File: src/rtl/spi_flash_reader_if.sv
// Request, received-byte stream and SPI pin bundle of the flash reader.
// The slave view belongs to the reader; the master view belongs to its client and the flash.
interface spi_flash_reader_if;
    logic        start;
    logic [23:0] addr;
    logic [15:0] len;
    logic        busy;
    logic        done;
    logic [7:0]  out_data;
    logic        out_valid;
    logic        out_ready;
    logic        spi_cs;
    logic        spi_clk;
    logic        spi_mosi;
    logic        spi_miso;

    modport slave (
        input  start, addr, len, out_ready, spi_miso,
        output busy, done, out_data, out_valid, spi_cs, spi_clk, spi_mosi
    );

    modport master (
        output start, addr, len, out_ready, spi_miso,
        input  busy, done, out_data, out_valid, spi_cs, spi_clk, spi_mosi
    );
endinterface

File: src/rtl/spi_flash_reader.sv
// SPI mode-0 flash READ (0x03) initiator: sends opcode and 24-bit address, then
// streams len bytes into a one-byte valid/ready buffer, pausing SCK while it is full.
module spi_flash_reader #(
    parameter int unsigned CLK_DIV = 2,
    parameter int unsigned CS_HIGH = 4
) (
    input  logic                clk,
    input  logic                reset,
    spi_flash_reader_if.slave   bus
);
    typedef enum logic [2:0] {IDLE, SETUP, HDR, RD, STALL, HOLD, GAP} state_t;

    localparam logic [15:0] DIV_LAST = 16'(CLK_DIV - 1);
    localparam logic [15:0] GAP_LAST = 16'(CS_HIGH - 1);

    state_t      state;
    logic [15:0] tick;
    logic [15:0] remain;
    logic [4:0]  bit_cnt;
    logic [31:0] shreg;
    logic [7:0]  rx;
    logic        cs, sck, mosi, busy, done, out_valid;
    logic [7:0]  out_data;

    logic        phase_end;
    logic        buf_free;
    logic [31:0] hdr_word;

    assign phase_end = (tick == DIV_LAST);
    assign buf_free  = !out_valid || bus.out_ready;
    assign hdr_word  = {8'h03, bus.addr};

    assign bus.spi_cs    = cs;
    assign bus.spi_clk   = sck;
    assign bus.spi_mosi  = mosi;
    assign bus.busy      = busy;
    assign bus.done      = done;
    assign bus.out_data  = out_data;
    assign bus.out_valid = out_valid;

    always_ff @(posedge clk) begin
        if (reset) begin
            state     <= IDLE;
            tick      <= '0;
            remain    <= '0;
            bit_cnt   <= '0;
            shreg     <= '0;
            rx        <= '0;
            cs        <= 1'b1;
            sck       <= 1'b0;
            mosi      <= 1'b0;
            busy      <= 1'b0;
            done      <= 1'b0;
            out_data  <= '0;
            out_valid <= 1'b0;
        end else begin
            done <= 1'b0;
            // Consumer handshake; a byte load later in this block overrides the clear.
            if (out_valid && bus.out_ready)
                out_valid <= 1'b0;

            case (state)
                IDLE: begin
                    if (bus.start) begin
                        shreg  <= hdr_word;
                        remain <= bus.len;
                        if (bus.len == 16'd0) begin
                            done <= 1'b1;
                        end else begin
                            busy  <= 1'b1;
                            cs    <= 1'b0;
                            mosi  <= hdr_word[31];
                            tick  <= '0;
                            state <= SETUP;
                        end
                    end
                end

                SETUP: begin
                    if (phase_end) begin
                        tick    <= '0;
                        bit_cnt <= '0;
                        state   <= HDR;
                    end else begin
                        tick <= tick + 16'd1;
                    end
                end

                HDR: begin
                    if (!phase_end) begin
                        tick <= tick + 16'd1;
                    end else begin
                        tick <= '0;
                        if (!sck) begin
                            sck <= 1'b1;
                        end else begin
                            sck     <= 1'b0;
                            shreg   <= {shreg[30:0], 1'b0};
                            mosi    <= shreg[30];
                            bit_cnt <= bit_cnt + 5'd1;
                            if (bit_cnt == 5'd31) begin
                                mosi  <= 1'b0;
                                state <= RD;
                            end
                        end
                    end
                end

                RD: begin
                    if (!phase_end) begin
                        tick <= tick + 16'd1;
                    end else begin
                        tick <= '0;
                        if (!sck) begin
                            sck <= 1'b1;
                        end else begin
                            // Sample on the last high clk, together with the falling edge.
                            sck     <= 1'b0;
                            rx      <= {rx[6:0], bus.spi_miso};
                            bit_cnt <= bit_cnt + 5'd1;
                            if (bit_cnt[2:0] == 3'd7) begin
                                bit_cnt <= '0;
                                if (buf_free) begin
                                    out_data  <= {rx[6:0], bus.spi_miso};
                                    out_valid <= 1'b1;
                                    remain    <= remain - 16'd1;
                                    if (remain == 16'd1)
                                        state <= HOLD;
                                end else begin
                                    state <= STALL;
                                end
                            end
                        end
                    end
                end

                STALL: begin
                    if (buf_free) begin
                        out_data  <= rx;
                        out_valid <= 1'b1;
                        remain    <= remain - 16'd1;
                        tick      <= '0;
                        state     <= (remain == 16'd1) ? HOLD : RD;
                    end
                end

                HOLD: begin
                    if (phase_end) begin
                        cs    <= 1'b1;
                        tick  <= '0;
                        state <= GAP;
                    end else begin
                        tick <= tick + 16'd1;
                    end
                end

                GAP: begin
                    if (tick == GAP_LAST) begin
                        done  <= 1'b1;
                        busy  <= 1'b0;
                        tick  <= '0;
                        state <= IDLE;
                    end else begin
                        tick <= tick + 16'd1;
                    end
                end

                default: state <= IDLE;
            endcase
        end
    end
endmodule

File: src/flat_wrapper.sv
// flat-port wrapper written by rule: the top's interface ports become plain ports
module spi_flash_reader_flat 
#(
    parameter int unsigned CLK_DIV = 2,
    parameter int unsigned CS_HIGH = 4
)
  (clk, reset, bus_start, bus_addr, bus_len, bus_out_ready, bus_spi_miso, bus_busy, bus_done, bus_out_data, bus_out_valid, bus_spi_cs, bus_spi_clk, bus_spi_mosi);
  spi_flash_reader_if bus_i ();
  input  logic clk;
  input  logic reset;
  input wire logic [$bits(bus_i.start)-1:0] bus_start;
  input wire logic [$bits(bus_i.addr)-1:0] bus_addr;
  input wire logic [$bits(bus_i.len)-1:0] bus_len;
  input wire logic [$bits(bus_i.out_ready)-1:0] bus_out_ready;
  input wire logic [$bits(bus_i.spi_miso)-1:0] bus_spi_miso;
  output wire logic [$bits(bus_i.busy)-1:0] bus_busy;
  output wire logic [$bits(bus_i.done)-1:0] bus_done;
  output wire logic [$bits(bus_i.out_data)-1:0] bus_out_data;
  output wire logic [$bits(bus_i.out_valid)-1:0] bus_out_valid;
  output wire logic [$bits(bus_i.spi_cs)-1:0] bus_spi_cs;
  output wire logic [$bits(bus_i.spi_clk)-1:0] bus_spi_clk;
  output wire logic [$bits(bus_i.spi_mosi)-1:0] bus_spi_mosi;
  assign bus_i.start = bus_start;
  assign bus_i.addr = bus_addr;
  assign bus_i.len = bus_len;
  assign bus_i.out_ready = bus_out_ready;
  assign bus_i.spi_miso = bus_spi_miso;
  assign bus_busy = bus_i.busy;
  assign bus_done = bus_i.done;
  assign bus_out_data = bus_i.out_data;
  assign bus_out_valid = bus_i.out_valid;
  assign bus_spi_cs = bus_i.spi_cs;
  assign bus_spi_clk = bus_i.spi_clk;
  assign bus_spi_mosi = bus_i.spi_mosi;
  spi_flash_reader #(.CLK_DIV(CLK_DIV), .CS_HIGH(CS_HIGH)) u_core (.clk(clk), .reset(reset), .bus(bus_i));
endmodule
File: config.mk
export PLATFORM = sky130hd
export DESIGN_NAME = spi_flash_reader_flat
export DESIGN_NICKNAME = d
export VERILOG_FILES = /design/src/rtl/spi_flash_reader_if.sv /design/src/rtl/spi_flash_reader.sv /design/src/flat_wrapper.sv
export SDC_FILE = /design/constraint.sdc
export NUM_CORES = 1
export LEC_CHECK = 0
export CAP_MARGIN = 20
export CORE_MARGIN = 8
export CORE_UTILIZATION = 56
export DETAILED_ROUTE_END_ITERATION = 10
export GPL_ROUTABILITY_DRIVEN = 0
export GPL_TIMING_DRIVEN = 0
export HOLD_SLACK_MARGIN = 0.03
export PLACE_DENSITY = 0.81
export REMOVE_ABC_BUFFERS = 1
export SLEW_MARGIN = 20
export SYNTH_ARGS = -nofsm -noshare
export SYNTH_HDL_FRONTEND = slang
export SYNTH_SLANG_ARGS = --single-unit
File: constraint.sdc
create_clock -name clk -period 2.5 [get_ports clk]
set_input_delay 0.5 -clock clk [delete_from_list [all_inputs] [get_ports clk]]
set_output_delay 0.5 -clock clk [all_outputs]
set_load 0.02 [all_outputs]
Track usage over the die:
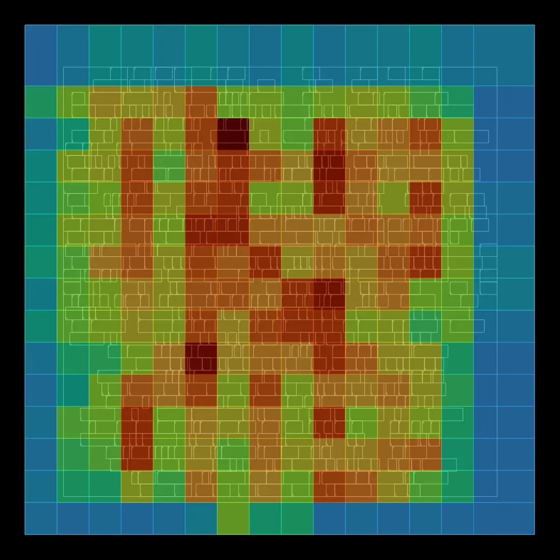
met2 GRT Util: 33.5%
WL/cell: 16.6 µm

Met4 routing:
(3 px per µm) Cells faint in the background.
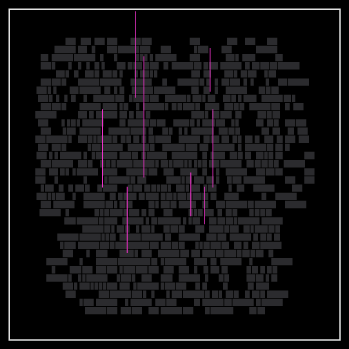
main direction: vertical
share of all routed wire: 1.5%
nets with wire on the layer: 5

Routed clock nets over the placement:
(2 px per µm)
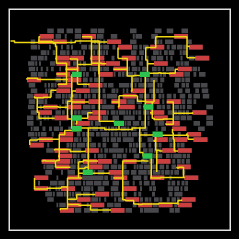
legend:
  clock-net drivers:
    colour: green
    count: 9
  clock wires:
    colour: yellow
    length: 1,080 µm
  flip-flops:
    colour: red
    count: 93
routed clock nets: 10
flops lie: all over the die
worst skew pair latency: 0.37 ns
power in the clock group: 1.08 mW
clock power share: 22.0%

==> changes_impl.md <==
## Flow update

- Status: finished, final reports clean
- WL met3: approximately 590 µm
- Static Leak: between 2 and 2.5 nW
- Core ar.: between 8000 and 9000 µm²
- TritonCTS clock tree: yes
- Final ANT Viol Nets: 0
- Area leader share: a little under two fifths
- Fin cells: 740
- Final Max Tran Viols: 0
- Type of origin of the critical path: register
- Ant diodes: 0
- CTS Buf Count: 9
- Cell area leaders: dfxtp_1 (38%), a21oi_1 (7.0%), nand2_1 (6.9%)
- Post-route setup slack: roughly 0.15 ns
- Synth Cell Area: about 5000 µm²
- Area Overhead vs Synth: 17.2%
- DP Area: 5490 µm²
- Residual DRC: 0
- Vias in the first global route: about 4,300
- Yosys chip area: 4920 µm²
- Layout Skew: between 0.015 and 0.02 ns
- CP Capture Type: register
- Period Utilization, post-route: a little over nine tenths
- Synth top cells by count: dfxtp_1 (93), nand2_1 (91), a21oi_1 (69), nor2_1 (37), clkbuf_1 (32)
- Largest net degree at the start of global routing: roughly 70
- First-pass GRT wire length: 20.2 mm
- Ys flop type: dfxtp_1
- IO Port Bufs: 58
- Fin. Hold Viols: 0
- GRT Total Usage: about 20%
- CP arrival: 2.57 ns
- Distinct lib cells used: approximately 64
- Initial antenna violation count: 0
- Cells after DPL: just over 700
- Async S/R FF share, synth: 0%
- Top layer in use: met4
- Register bit total from synthesis: between 90 and 100
- Tool warnings: 27
- Most frequent cell after synthesis: dfxtp_1
- # rows: 34
- Die Ht: 110 µm
- Post-synthesis instance total: 599
- Max-slew headroom: a little over a quarter
- Post-synthesis average cell area: 8.21 µm²
- Initial Util: between 50% and 60%
- Final instance area: 5760 µm²
- Post-DP HPWL: slightly above 8 mm
- EDFF count, synth: 0
Zoomed window:
Region (72, 17) to (92, 37) µm. Cells in grey, sequential cells in the stronger grey; small squares are vias.
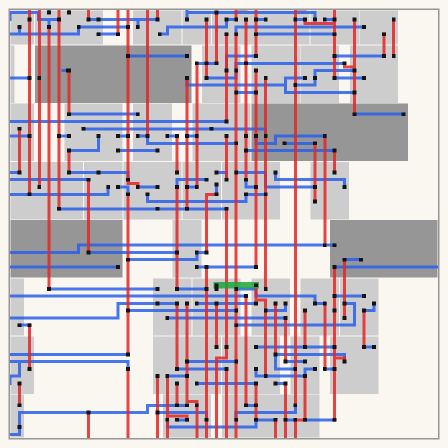
legend:
  M2:
    colour: red
  M1:
    colour: blue
  M3:
    colour: green
netlist names of flops here include: u_core.tick (4)
cells with their middle in the window: 37
most frequent: a21oi_1 (5), nand3_1 (5), dfxtp_1 (4)
sequential cells in the window: 4

Metal layers overlaid:
(3 px per µm)
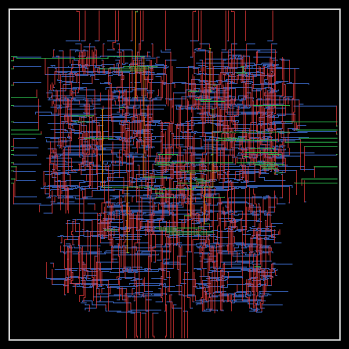
legend:
  M1:
    colour: blue
    wire_length: 5,440 µm
  M2:
    colour: red
    wire_length: 6,070 µm
  M4:
    colour: orange
    wire_length: 183 µm
  M3:
    colour: green
    wire_length: 586 µm

where the power goes:
group	total, mW	switching (mW)	internal [mW]
registers	1.97	0.249	1.72
clock network	1.08	0.592	0.489
logic	1.86	1.17	0.692
total	4.91	2.01	2.90
timing repair:
action | 4_1_cts | 5_1_grt
hold buffers | 0 | 0
setup buffers | 1 | 0
pin swaps | 1 | 1
endpoints found under the setup margin | 56 | 42
resized | 8 | 6
hold endpoints to repair | 0 | 0
gates cloned | 0 | 1
final timing paths:
check                                            from                             endpoint  slack, ns  depth (start not counted)
setup / recovery          u_core.tick[0]$_SDFFE_PP0P_        u_core.shreg[22]$_SDFFE_PP0P_       0.15                          6
hold / removal    u_core.bus.out_data[4]$_SDFFE_PP0P_  u_core.bus.out_data[4]$_SDFFE_PP0P_       0.47                          2
setup reg to reg          u_core.tick[0]$_SDFFE_PP0P_        u_core.shreg[22]$_SDFFE_PP0P_       0.15                          6
hold reg to reg   u_core.bus.out_data[4]$_SDFFE_PP0P_  u_core.bus.out_data[4]$_SDFFE_PP0P_       0.47                          2
logic make-up (layout without fill, tap and decap cells):
kind of cell	after synthesis	after routing	synth area share (%)
and+or+nand+nor	234	235	24.4
muxes	27	27	5.70
DFF	93	93	37.9
AOI/OAI and AO/OA	179	179	24.7
xor gates and xnor gates	3	3	0.534
buffers and inverters	56	88	5.11
adders and majority gates	7	7	1.78
flip-flops by register name, summed over array words and instances, names as in the netlist:
name	count
u_core.remain	16
u_core.bit_cnt	5
u_core.tick	16
u_core.bus.spi_cs	1
u_core.bus.out_data	8
u_core.bus.spi_clk	1
u_core.bus.spi_mosi	1
u_core.state	3
u_core.bus.busy	1
u_core.rx	8
u_core.shreg	31
u_core.bus.done	1
u_core.bus.out_valid	1
per-stage QoR:
stage	utilization (%)	TNS, ns
after floorplan	-	-5.48
after global placement	62.7	-125.50
after detailed placement	63.6	-25.53
after CTS	66.4	0
after global routing	66.7	-0.000922
final	66.7	0
metal layers:
layer  vias up  global-route usage [%]
met3        19                    2.81
met1      2256                    26.0
met2       131                    33.5
li1       2312                       -
met5         -                       0
met4         0                    6.65
worst max-delay path, cell delays in order, from the launching register on:
cell	delay [ns]
dfxtp_1	0.41
ha_1	0.19
nor3b_1	0.24
and4_2	0.40
a31oi_2	0.27
nor2_2	0.53
a311oi_1	0.17
layout make-up:
cell class / count / area, µm²
clock buffer: 9 / 124
sequential: 93 / 1870
fill: 708 / 2870
clock inverter: 7 / 87.6
timing repair buffer: 64 / 646
multi-input combinational: 451 / 2870
tap: 108 / 135
inverter: 8 / 30.0
cells in the final DEF (no fill, tap or decap), types with 15 or more instances in the layout:
cell and count:
o21ai_0 17, a21oi_1 67, mux2i_1 19, nor2_1 35
dfxtp_1 90, clkdlybuf4s50_1 57, nand3_1 15, a311oi_1 23
o31ai_1 18, nand2_1 90
Power is estimated from default activity; no workload was simulated.
